==> config.mk <==
export PLATFORM = sky130hd
export DESIGN_NAME = param_loader
export DESIGN_NICKNAME = d
export VERILOG_FILES = /design/src/rtl/param_loader.sv
export SDC_FILE = /design/constraint.sdc
export NUM_CORES = 1
export LEC_CHECK = 0
export ABC_AREA = 1
export CORE_MARGIN = 2
export CORE_UTILIZATION = 35
export DETAILED_ROUTE_END_ITERATION = 8
export GPL_ROUTABILITY_DRIVEN = 0
export GPL_TIMING_DRIVEN = 0
export PLACE_DENSITY = 0.54
export SLEW_MARGIN = 5
export SYNTH_ARGS = -nofsm -noshare
export SYNTH_HDL_FRONTEND = slang
export SYNTH_SLANG_ARGS = --single-unit
==> constraint.sdc <==
create_clock -name in_clk -period 4.3 [get_ports in_clk]
set_clock_uncertainty 0.15 [all_clocks]
set_input_delay 0.43 -clock in_clk [delete_from_list [all_inputs] [get_ports in_clk]]
set_output_delay 0.43 -clock in_clk [all_outputs]
set_load 0.005 [all_outputs]
Fig. 1: run 1, met2 routing
The bar under the picture is 50 µm long.
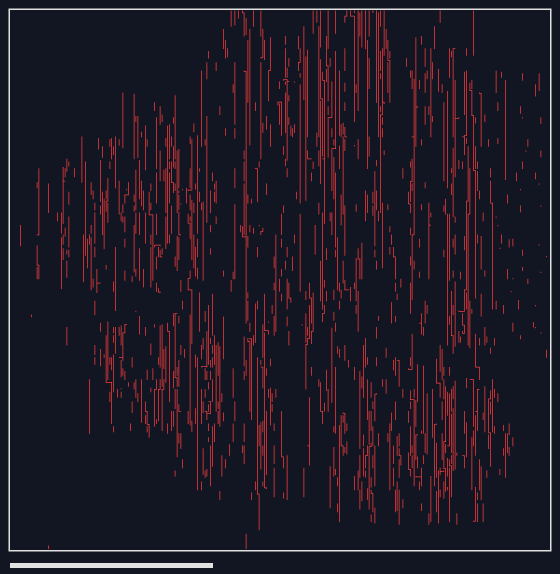
main direction = vertical
nets with wire on the layer = 644
wire length on this layer = 5360 µm
share of all routed wire = 46%
Final Routed Wirelength: 11700 µm
M2 GR Usage: 22.7%

Fig. 2: run 1, signal metal coverage by tile
The bar under the picture is 50 µm long. 27 x 27 tiles, from dark purple (low) to yellow (high), scaled to the fullest tile. Values are wire area over tile area, all layers added.
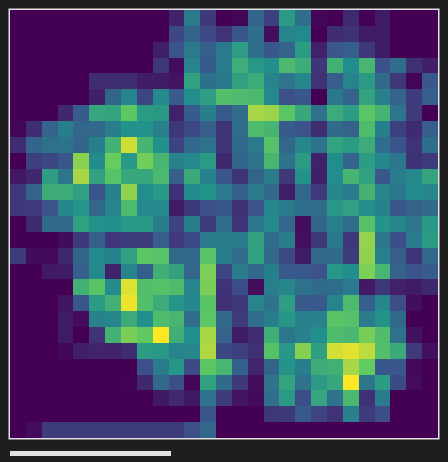
tiles over half the peak = 22%
nearly empty tiles = 22%
mean over tiles = 0.10
Avg WL per Cell: 10.7 µm
vias after detailed routing: 4632
Total GRT Usage: 14.1%

Fig. 3: run 1, clock routing
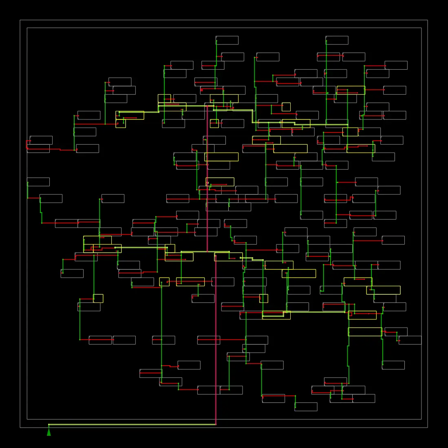
Clk power: 1640 µW
Clock Latency Late Sink: 410 ps
num sequential: 144

==> impl_metrics.csv, run 1 <==
group,metric,value,unit
layout,seq_area,2880,µm²
layout,clkbuf_count,18,
clock_tree,cts_resized,0,
layout,largest_reg_flops,60,
clock_tree,clk_pin_slew,60,ps
timing,max_freq,0.489,GHz
synthesis,synth_cells,788,
synthesis,yosys.area_share.xor_xnor,4.80,%
layout,nonClockBufferCount,74,
setup_path,critPathMaxStageDelay,380,ps
layout,sh_seq_area,39.3,%
clock_tree,htreeDepth,4,
timing,final.min_clock_period,2040,ps
timing,slew_violations,0,
power,leakage,0.00283,µW
global_route,grt_use_met3,4.00,%
synthesis,synth_top_area_share,49.4,%
global_route,overflow,0,
timing,finalSetupViolCount,0,
place,dpl.cell_count,1063,
layout,lay_top_cells,"nor2_1, nand2_1, dfxtp_1",
layout,antenna_cells,0,
layout,fin_util,44.5,%
synthesis,synthDistinctLibCells,29,
power,power-top-group,"clock",
layout,final_cell_area,7330,µm²
clock_tree,clk_path_buf_depth,2,
setup_path,path_cells,"nand2_1 -> nand3_2 -> clkbuf_1 -> nand2_1 -> ha_1 -> o22ai_1 -> nor2_1",
timing,fin_tns_setup,0,ps
setup_path,cp.arrival,2190,ps
layout,largest_class,"sequential cells",
layout,n_fill_cell,1702,
detailed_routing,first_iter_violations,205,
setup_path,setup.worst_path.start_class,"flip-flop",
synthesis,yosys_cells,788,
timing,rsz0062_at_grt,"no",
power,comb_power_share,2.1,%
layout,buf_share,8.78,%
floorplan,die_w,133,µm
global_route,grt.busiest_layer,"met2",
synthesis,synth.largest_area_cell,"dfxtp_1",
run_status,status,"finished, final reports clean",
clock_tree,clkSinkCount,144,
setup_path,cp.required,4440,ps
setup_path,path_delay_family,"simple AND/OR/NAND/NOR gates",
layout,clock_area_share,9.10,%
synthesis,logic_family,"simple AND/OR/NAND/NOR gates",
detailed_routing,vias_per_cell,4.23,
setup_path,critical_path_buf_inv_count,1,
synthesis,synthArstFlopShare,0,%
place,portBuffers,55,
layout,drive_above_1_share,8.69,%
detailed_routing,drc,0,
power,p_per_area,418,nW/µm²
floorplan,die-area,17700,µm²
place,placed_area,6660,µm²
setup_path,slowest_stage,"dfxtp_1",
detailed_routing,wl_met2,5360,µm
synthesis,synthAoiAreaFrac,5.90,%
synthesis,synth_nets,816,
layout,layout.non_clock_inverters,97,
worst_hold_path,hp-class,"flip-flop to flip-flop",
global_route,grt_pass1_vias,4255,
detailed_routing,top_layer_used,"met4",
power,vdd_ir_drop_max,0.309,mV
synthesis,postSynthAreaPerCell,7.40,µm²
clock_tree,cts_setup_buffers,0,
synthesis,edf_count,0,
synthesis,top_cells_by_area,"dfxtp_1, nor2_1, nand2_1",
timing,fin_ws,2260,ps
place,pre_cts_slack,2210,ps
global_route,use_met1,18.6,%
synthesis,ff_type,"dfxtp_1",
global_route,antenna_found_initial,0,
power,powerComb,64.7,µW
detailed_routing,route.met3.wl,430,µm
synthesis,mux_share,0,%
synthesis,top_cells_by_count,"nor2_1, nand2_1, dfxtp_1",
==> run 1 -> run 2 <==
==> constraint.sdc (replaced) <==
create_clock -name in_clk -period 2.05 [get_ports in_clk]
set_clock_uncertainty 0.15 [all_clocks]
set_input_delay 0.205 -clock in_clk [delete_from_list [all_inputs] [get_ports in_clk]]
set_output_delay 0.205 -clock in_clk [all_outputs]
set_load 0.005 [all_outputs]
==> run 2 against run 1 <==
Sequential power increased by 110%; die area stayed put; combinational power increased by 110%; flip-flop count unchanged.
==> impl_metrics.csv, run 2 <==
group,metric,value,unit
run_status,status,"finished, final reports clean",
detailed_routing,drc,0,
setup_path,cp.arrival,1890,ps
power,vdd_ir_drop_max,0.646,mV
layout,nonClockBufferCount,72,
place,portBuffers,55,
synthesis,synth_top_area_share,49.4,%
synthesis,yosys_cells,788,
layout,largest_reg_flops,60,
detailed_routing,wl_per_cell,10.7,µm
synthesis,synth_nets,816,
layout,fin_util,44.5,%
layout,buf_share,8.68,%
clock_tree,clk_path_buf_depth,2,
layout,clkbuf_count,18,
timing,final.min_clock_period,1750,ps
synthesis,synthAoiAreaFrac,5.90,%
layout,ff_count,144,
clock_tree,clock.latency.late_pin,410,ps
detailed_routing,route.met3.wl,435,µm
setup_path,setup.worst_path.start_class,"flip-flop",
timing,fin_tns_setup,0,ps
clock_tree,cts_resized,0,
clock_tree,cts_setup_buffers,0,
global_route,overflow,0,
layout,lay_top_cells,"nor2_1, nand2_1, dfxtp_1",
setup_path,critPathMaxStageDelay,380,ps
layout,seq_area,2880,µm²
clock_tree,clk_pin_slew,60,ps
global_route,grt_pass1_vias,4245,
worst_hold_path,hp-class,"input pin to flip-flop",
floorplan,die_w,133,µm
layout,antenna_cells,0,
timing,slew_violations,0,
place,dpl.cell_count,1063,
layout,sh_seq_area,39.4,%
layout,drive_above_1_share,8.71,%
setup_path,path_cells,"nand2_1 -> nand3_2 -> nand2_1 -> ha_1 -> o22ai_1 -> nor2_1",
power,power-top-group,"clock",
layout,largest_class,"sequential cells",
synthesis,synthDistinctLibCells,29,
timing,max_freq,0.572,GHz
layout,final_cell_area,7320,µm²
synthesis,edf_count,0,
layout,n_fill_cell,1702,
place,pre_cts_slack,-2.74,ps
setup_path,slowest_stage,"dfxtp_1",
power,p_per_area,877,nW/µm²
global_route,grt_util_met2,22.5,%
detailed_routing,first_iter_violations,223,
power,powerClk,3430,µW
synthesis,yosys.area_share.xor_xnor,4.80,%
global_route,grt_usage,14.1,%
setup_path,critical_path_buf_inv_count,0,
Fig. 4: run 2, M3 wires
The bar under the picture is 50 µm long.
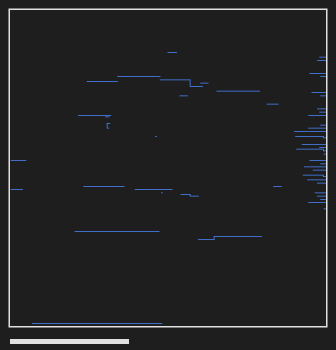
longest straight run = 54.5 µm
share of all routed wire = 3.7%
Final Routed Wirelength: 11700 µm
vias after detailed routing: 4636
met3 Use GR: 4.00%

Fig. 5: run 2, signal wires on met1
Cells faint in the background.
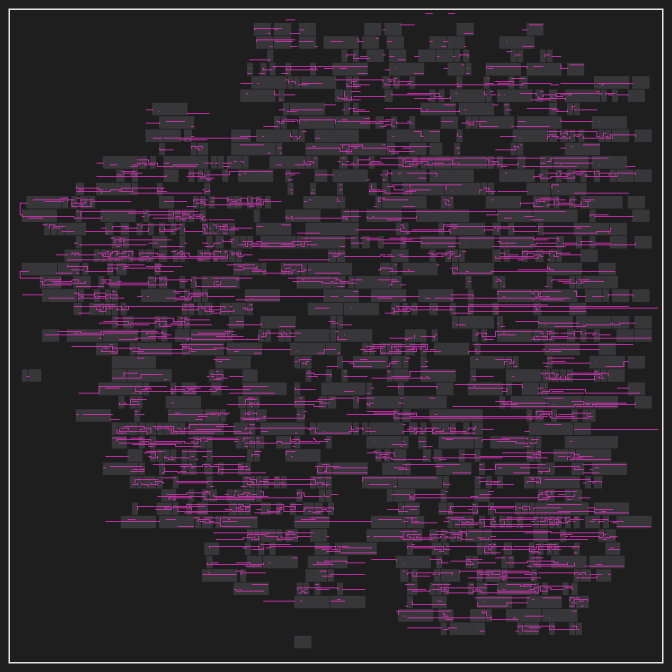
longest straight run = 33.6 µm
share of all routed wire = 50%
met1 Resource Use GR: 18.6%

Power is estimated from default activity; no workload was simulated.
